--- src/rtl/fifo_ctrl_if.sv ---
// Request/status bundle between a FIFO client and the fifo_ctrl engine.
// The master side issues wr_en/rd_en; the slave side (fifo_ctrl) returns
// operation state, occupancy, pointers and register-file strobes.
interface fifo_ctrl_if #(
   parameter int ADDR_WIDTH = 3
);
   logic                  wr_en;
   logic                  rd_en;
   logic [2:0]            state;
   logic [ADDR_WIDTH:0]   data_count;
   logic [ADDR_WIDTH-1:0] head;
   logic [ADDR_WIDTH-1:0] tail;
   logic                  we;
   logic                  re;
   logic [ADDR_WIDTH-1:0] wr_addr;
   logic [ADDR_WIDTH-1:0] rd_addr;

   modport master (
      output wr_en, rd_en,
      input  state, data_count, head, tail, we, re, wr_addr, rd_addr
   );

   modport slave (
      input  wr_en, rd_en,
      output state, data_count, head, tail, we, re, wr_addr, rd_addr
   );
endinterface

--- src/rtl/fifo_ctrl.sv ---
// Control/write-side engine of the 2**ADDR_WIDTH-entry FIFO: decodes each
// cycle's request into an operation state, keeps occupancy and pointers,
// and drives the register-file strobes.
//
//  state    | meaning
//  ---------+-----------------------------------------------
//  INIT     | just reset, no request seen yet
//  NO_OP    | idle, or simultaneous write+read rejected
//  WRITE    | write accepted last edge
//  WR_ERROR | write refused, FIFO was full
//  READ     | read accepted last edge
//  RD_ERROR | read refused, FIFO was empty
module fifo_ctrl #(
   parameter int ADDR_WIDTH = 3
) (
   input  logic        clk,
   input  logic        reset,
   fifo_ctrl_if.slave  bus
);

   typedef enum logic [2:0] {
      INIT     = 3'b000,
      NO_OP    = 3'b001,
      WRITE    = 3'b010,
      WR_ERROR = 3'b011,
      READ     = 3'b100,
      RD_ERROR = 3'b101
   } state_t;

   localparam logic [ADDR_WIDTH:0]   DEPTH   = {1'b1, {ADDR_WIDTH{1'b0}}};
   localparam logic [ADDR_WIDTH:0]   CNT_ONE = {{ADDR_WIDTH{1'b0}}, 1'b1};
   localparam logic [ADDR_WIDTH-1:0] PTR_ONE = {{(ADDR_WIDTH-1){1'b0}}, 1'b1};

   state_t                state_q, state_d;
   logic [ADDR_WIDTH:0]   count_q, count_d;
   logic [ADDR_WIDTH-1:0] head_q, head_d;
   logic [ADDR_WIDTH-1:0] tail_q, tail_d;
   logic                  full, empty;
   logic                  we, re;

   // Full/empty come from occupancy only; pointers are equal in both cases.
   assign full  = (count_q == DEPTH);
   assign empty = (count_q == '0);

   // Strobes are same-cycle so the register file captures on the same edge
   // that advances the pointer.
   assign we = bus.wr_en & ~bus.rd_en & ~full  & ~reset;
   assign re = bus.rd_en & ~bus.wr_en & ~empty & ~reset;

   // Next-state decode of the request against current occupancy.
   always_comb begin
      state_d = NO_OP;
      count_d = count_q;
      head_d  = head_q;
      tail_d  = tail_q;
      case ({bus.wr_en, bus.rd_en})
         2'b10:   state_d = full  ? WR_ERROR : WRITE;
         2'b01:   state_d = empty ? RD_ERROR : READ;
         default: state_d = NO_OP;
      endcase
      if (we) begin
         tail_d  = tail_q + PTR_ONE;
         count_d = count_q + CNT_ONE;
      end
      if (re) begin
         head_d  = head_q + PTR_ONE;
         count_d = count_q - CNT_ONE;
      end
   end

   // State and counters register; reset discards all occupancy.
   always_ff @(posedge clk) begin
      if (reset) begin
         state_q <= INIT;
         count_q <= '0;
         head_q  <= '0;
         tail_q  <= '0;
      end else begin
         state_q <= state_d;
         count_q <= count_d;
         head_q  <= head_d;
         tail_q  <= tail_d;
      end
   end

   assign bus.state      = state_q;
   assign bus.data_count = count_q;
   assign bus.head       = head_q;
   assign bus.tail       = tail_q;
   assign bus.we         = we;
   assign bus.re         = re;
   assign bus.wr_addr    = tail_q;
   assign bus.rd_addr    = head_q;

endmodule

--- src/flat_wrapper.sv ---
// flat-port wrapper written by rule: the top's interface ports become plain ports
module fifo_ctrl_flat 
#(
   parameter int ADDR_WIDTH = 3
)
  (clk, reset, bus_wr_en, bus_rd_en, bus_state, bus_data_count, bus_head, bus_tail, bus_we, bus_re, bus_wr_addr, bus_rd_addr);
  fifo_ctrl_if #(.ADDR_WIDTH(ADDR_WIDTH)) bus_i ();
  input  logic clk;
  input  logic reset;
  input wire logic [$bits(bus_i.wr_en)-1:0] bus_wr_en;
  input wire logic [$bits(bus_i.rd_en)-1:0] bus_rd_en;
  output wire logic [$bits(bus_i.state)-1:0] bus_state;
  output wire logic [$bits(bus_i.data_count)-1:0] bus_data_count;
  output wire logic [$bits(bus_i.head)-1:0] bus_head;
  output wire logic [$bits(bus_i.tail)-1:0] bus_tail;
  output wire logic [$bits(bus_i.we)-1:0] bus_we;
  output wire logic [$bits(bus_i.re)-1:0] bus_re;
  output wire logic [$bits(bus_i.wr_addr)-1:0] bus_wr_addr;
  output wire logic [$bits(bus_i.rd_addr)-1:0] bus_rd_addr;
  assign bus_i.wr_en = bus_wr_en;
  assign bus_i.rd_en = bus_rd_en;
  assign bus_state = bus_i.state;
  assign bus_data_count = bus_i.data_count;
  assign bus_head = bus_i.head;
  assign bus_tail = bus_i.tail;
  assign bus_we = bus_i.we;
  assign bus_re = bus_i.re;
  assign bus_wr_addr = bus_i.wr_addr;
  assign bus_rd_addr = bus_i.rd_addr;
  fifo_ctrl #(.ADDR_WIDTH(ADDR_WIDTH)) u_core (.clk(clk), .reset(reset), .bus(bus_i));
endmodule
--- config.mk ---
export PLATFORM = sky130hd
export DESIGN_NAME = fifo_ctrl_flat
export DESIGN_NICKNAME = d
export VERILOG_FILES = /design/src/rtl/fifo_ctrl_if.sv /design/src/rtl/fifo_ctrl.sv /design/src/flat_wrapper.sv
export SDC_FILE = /design/constraint.sdc
export NUM_CORES = 1
export LEC_CHECK = 0
export CAP_MARGIN = 20
export CORE_ASPECT_RATIO = 1.1
export CORE_MARGIN = 1
export CORE_UTILIZATION = 44
export CTS_BUF_LIST = sky130_fd_sc_hd__clkbuf_4 sky130_fd_sc_hd__clkbuf_8
export DETAILED_ROUTE_END_ITERATION = 10
export PLACE_DENSITY = 0.78
export SYNTH_ARGS = -nofsm -noshare
export SYNTH_HDL_FRONTEND = slang
export SYNTH_SLANG_ARGS = --single-unit
--- constraint.sdc ---
create_clock -name clk -period 2.65 [get_ports clk]
set_input_delay 0.6625 -clock clk [delete_from_list [all_inputs] [get_ports clk]]
set_output_delay 0.6625 -clock clk [all_outputs]
set_load 0.01 [all_outputs]
Drive-strength map:
The bar under the picture is 10 µm long.
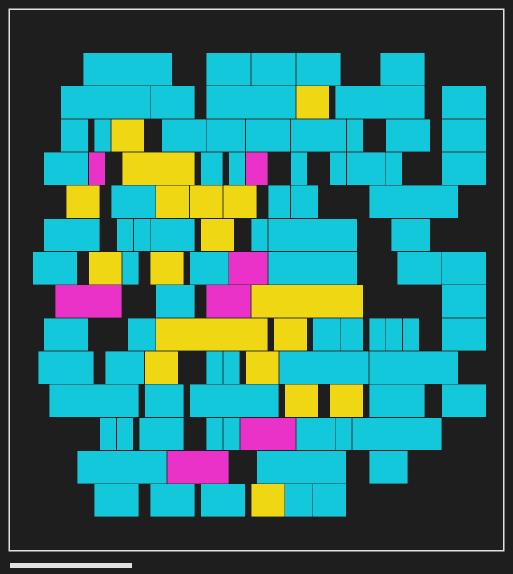
magenta -> _2 cells  # cells 7, share 6.6%
yellow -> _3 and _4 cells  # cells 18, share 17%, most used buf_4
cyan -> _0 and _1 cells  # cells 81, share 76%, most used clkdlybuf4s50_1

The metal 1 layer:
The bar under the picture is 10 µm long. Supply wires on this layer in gray.
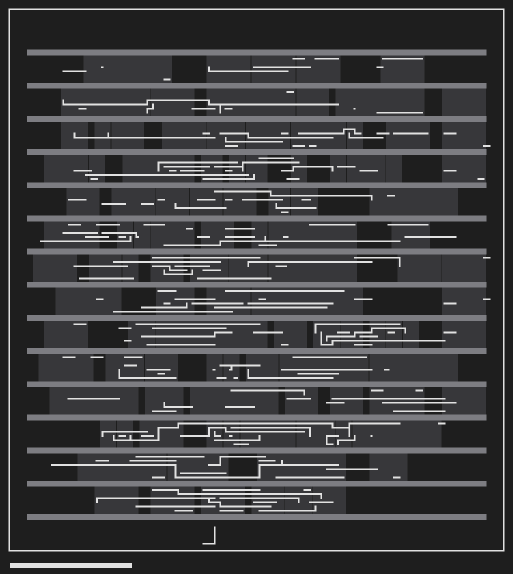
main direction = horizontal
nets with wire on the layer = 104
longest straight run = 14.7 µm

Routing congestion:
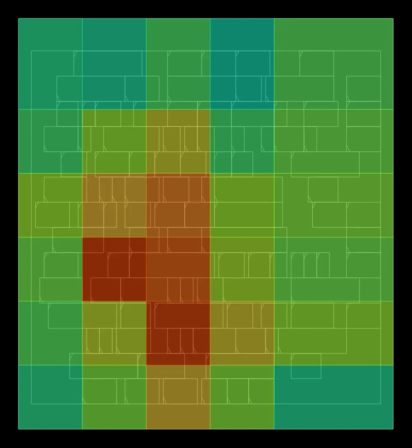
GRT busiest layer: met2
WL/cell: 12.6 µm
met1 Use GR: 22.8%
GR Util All Layers: 19.8%
met2 Use GR: 34.0%

power groups by stage:
| stage | logic (µW) | clock network [µW] | registers, µW |
|---|---|---|---|
| final | 94.3 | 128 | 209 |
| after global placement | 87.6 | 0 | 213 |
| after CTS | 90.4 | 133 | 209 |
| after floorplan | 41.2 | 0 | 220 |
| after detailed placement | 90.7 | 0 | 213 |
| after global routing | 103 | 148 | 210 |
cell usage after synthesis (all sizes together):
library cell and instances:
nand2b 2, nand2 4, o21ai 2, inv 6, nor3 1, fa 1, or2 1, a211oi 1
a2111oi 1, and3b 1, ha 7, nor4b 1, nor2b 1, clkbuf 1, a21oi 1, xnor2 4
a21o 1, dfxtp 13, or4 1, nor2 11, nor4 1, buf 8, mux2i 3, xor2 3
worst max-delay path by stage:
stage	startpoint	end	slack, ps
final	bus_wr_en	u_core.bus.data_count[3]$_SDFFE_PP0P_	70
after detailed placement	bus_wr_en	u_core.bus.data_count[3]$_SDFFE_PP0P_	-290
after global routing	bus_wr_en	u_core.bus.data_count[3]$_SDFFE_PP0P_	20
after global placement	bus_rd_en	bus_we	-210
after floorplan	u_core.bus.data_count[0]$_SDFFE_PP0P_	u_core.bus.data_count[3]$_SDFFE_PP0P_	240
after CTS	bus_wr_en	u_core.bus.data_count[3]$_SDFFE_PP0P_	30
per-stage QoR:
step                      hold WS, ps  instances  worst slack (ps)
after floorplan                   520         76               239
after global placement            494        118              -213
after detailed placement          508        118              -288
after CTS                         520        122              26.0
after global routing              568        122              17.5
final                             514        122              70.1
registers in the layout (all words and copies together), names as in the netlist:
signal,flops
u_core.bus.data_count,4
u_core.bus.head,3
u_core.bus.state,3
u_core.bus.tail,3
==> reports/summary.txt <==
Critical Path RT: 2820 ps
Clk slew on worst S/H paths: 80 ps
Hold Path Stages: 2
Comb. cell area: 405 µm²
Clk sink count: 13
Area fraction in xor and xnor cells: 8.57%
Grt total ovfl: 0
Layout cells sized above 1: 23.6%
Final min period: 2580 ps
Stages on worst setup path: 10
# rows: 14
TritonCTS Buffers: 3
Seq area share: 24.6%
Yosys stat chip area: 716 µm²
Crit path cell chain: clkdlybuf4s50_1, inv_2, ha_2, and3b_2, ha_4, a21o_2, a21oi_4, mux2i_2, xor2_1, nor2_1
Delay-heaviest family, CP: buffers and inverters
Syn_area_per_cell: 9.42 µm²
Worst-path cell with the longest stage delay: clkdlybuf4s50_1
Period utilization: 97.4%
# H-tree levels: 1
Basic Gates by Area: 16.4%
Number of gates resized after CTS: 4
CTS max path bufs: 2
Max-slew violations: 0
Final setup fails: 0
Worst-case clock skew: 3.97 ps
TritonCTS clock tree: yes
Seq pwr share: 48.4%
Aoi share: 6.29%
Largest class: logic gates
Max frequency: 0.388 GHz
Cell area leaders: dfxtp_1, ha_1, buf_4
Post-Route WL: 1.54 mm
First-pass DRT Iterations: 4
Type of the worst setup path: in -> reg
Post-synth seq share: 36.4%
Synth Instances: 76
Startpoint types: primary input
Combinational group share of total power: 21.8%
Nonclk buf count: 35
Min-delay src: u_core.bus.tail[1]$_SDFFE_PP0P_
Finished Core Util: 73.5%
Reg-to-reg critical path startpoint: u_core.bus.data_count[2]$_SDFFE_PP0P_
Met3 GRT Util: 3.02%
Routability Congestion: 0.807
Adder share: 15.0%
Worst Path Buf+Inv: 2
Power Internal: 323 µW
Most numerous logic cell after layout: clkdlybuf4s50_1
Final hold violation count: 0
RSZ-0062 raised after global routing: false
Status: complete, no violations
PD cells: 409 mW/mm²
First-pass GRT wire length: 2.39 mm
Placed Area: 987 µm²
Area grow syn2layout: 47.6%
Setup bufs post-CTS: 0
Multi-input comb cells: 48
Synthesis Warnings: 0
Register area: 260 µm²
Post-DRT Antenna Nets: 0
Yosys cell count: 76
Fillers: 115
Initial antenna violation count: 0
Max-cap violations: 0
Hold Path Class: reg -> reg
Cts hold-fix bufs: 0
Area of the mapped netlist: 716 µm²
Tool warnings: 28
RR Endpoint: u_core.bus.data_count[3]$_SDFFE_PP0P_
No activity file was given, so power comes from the tool's default toggle rates.
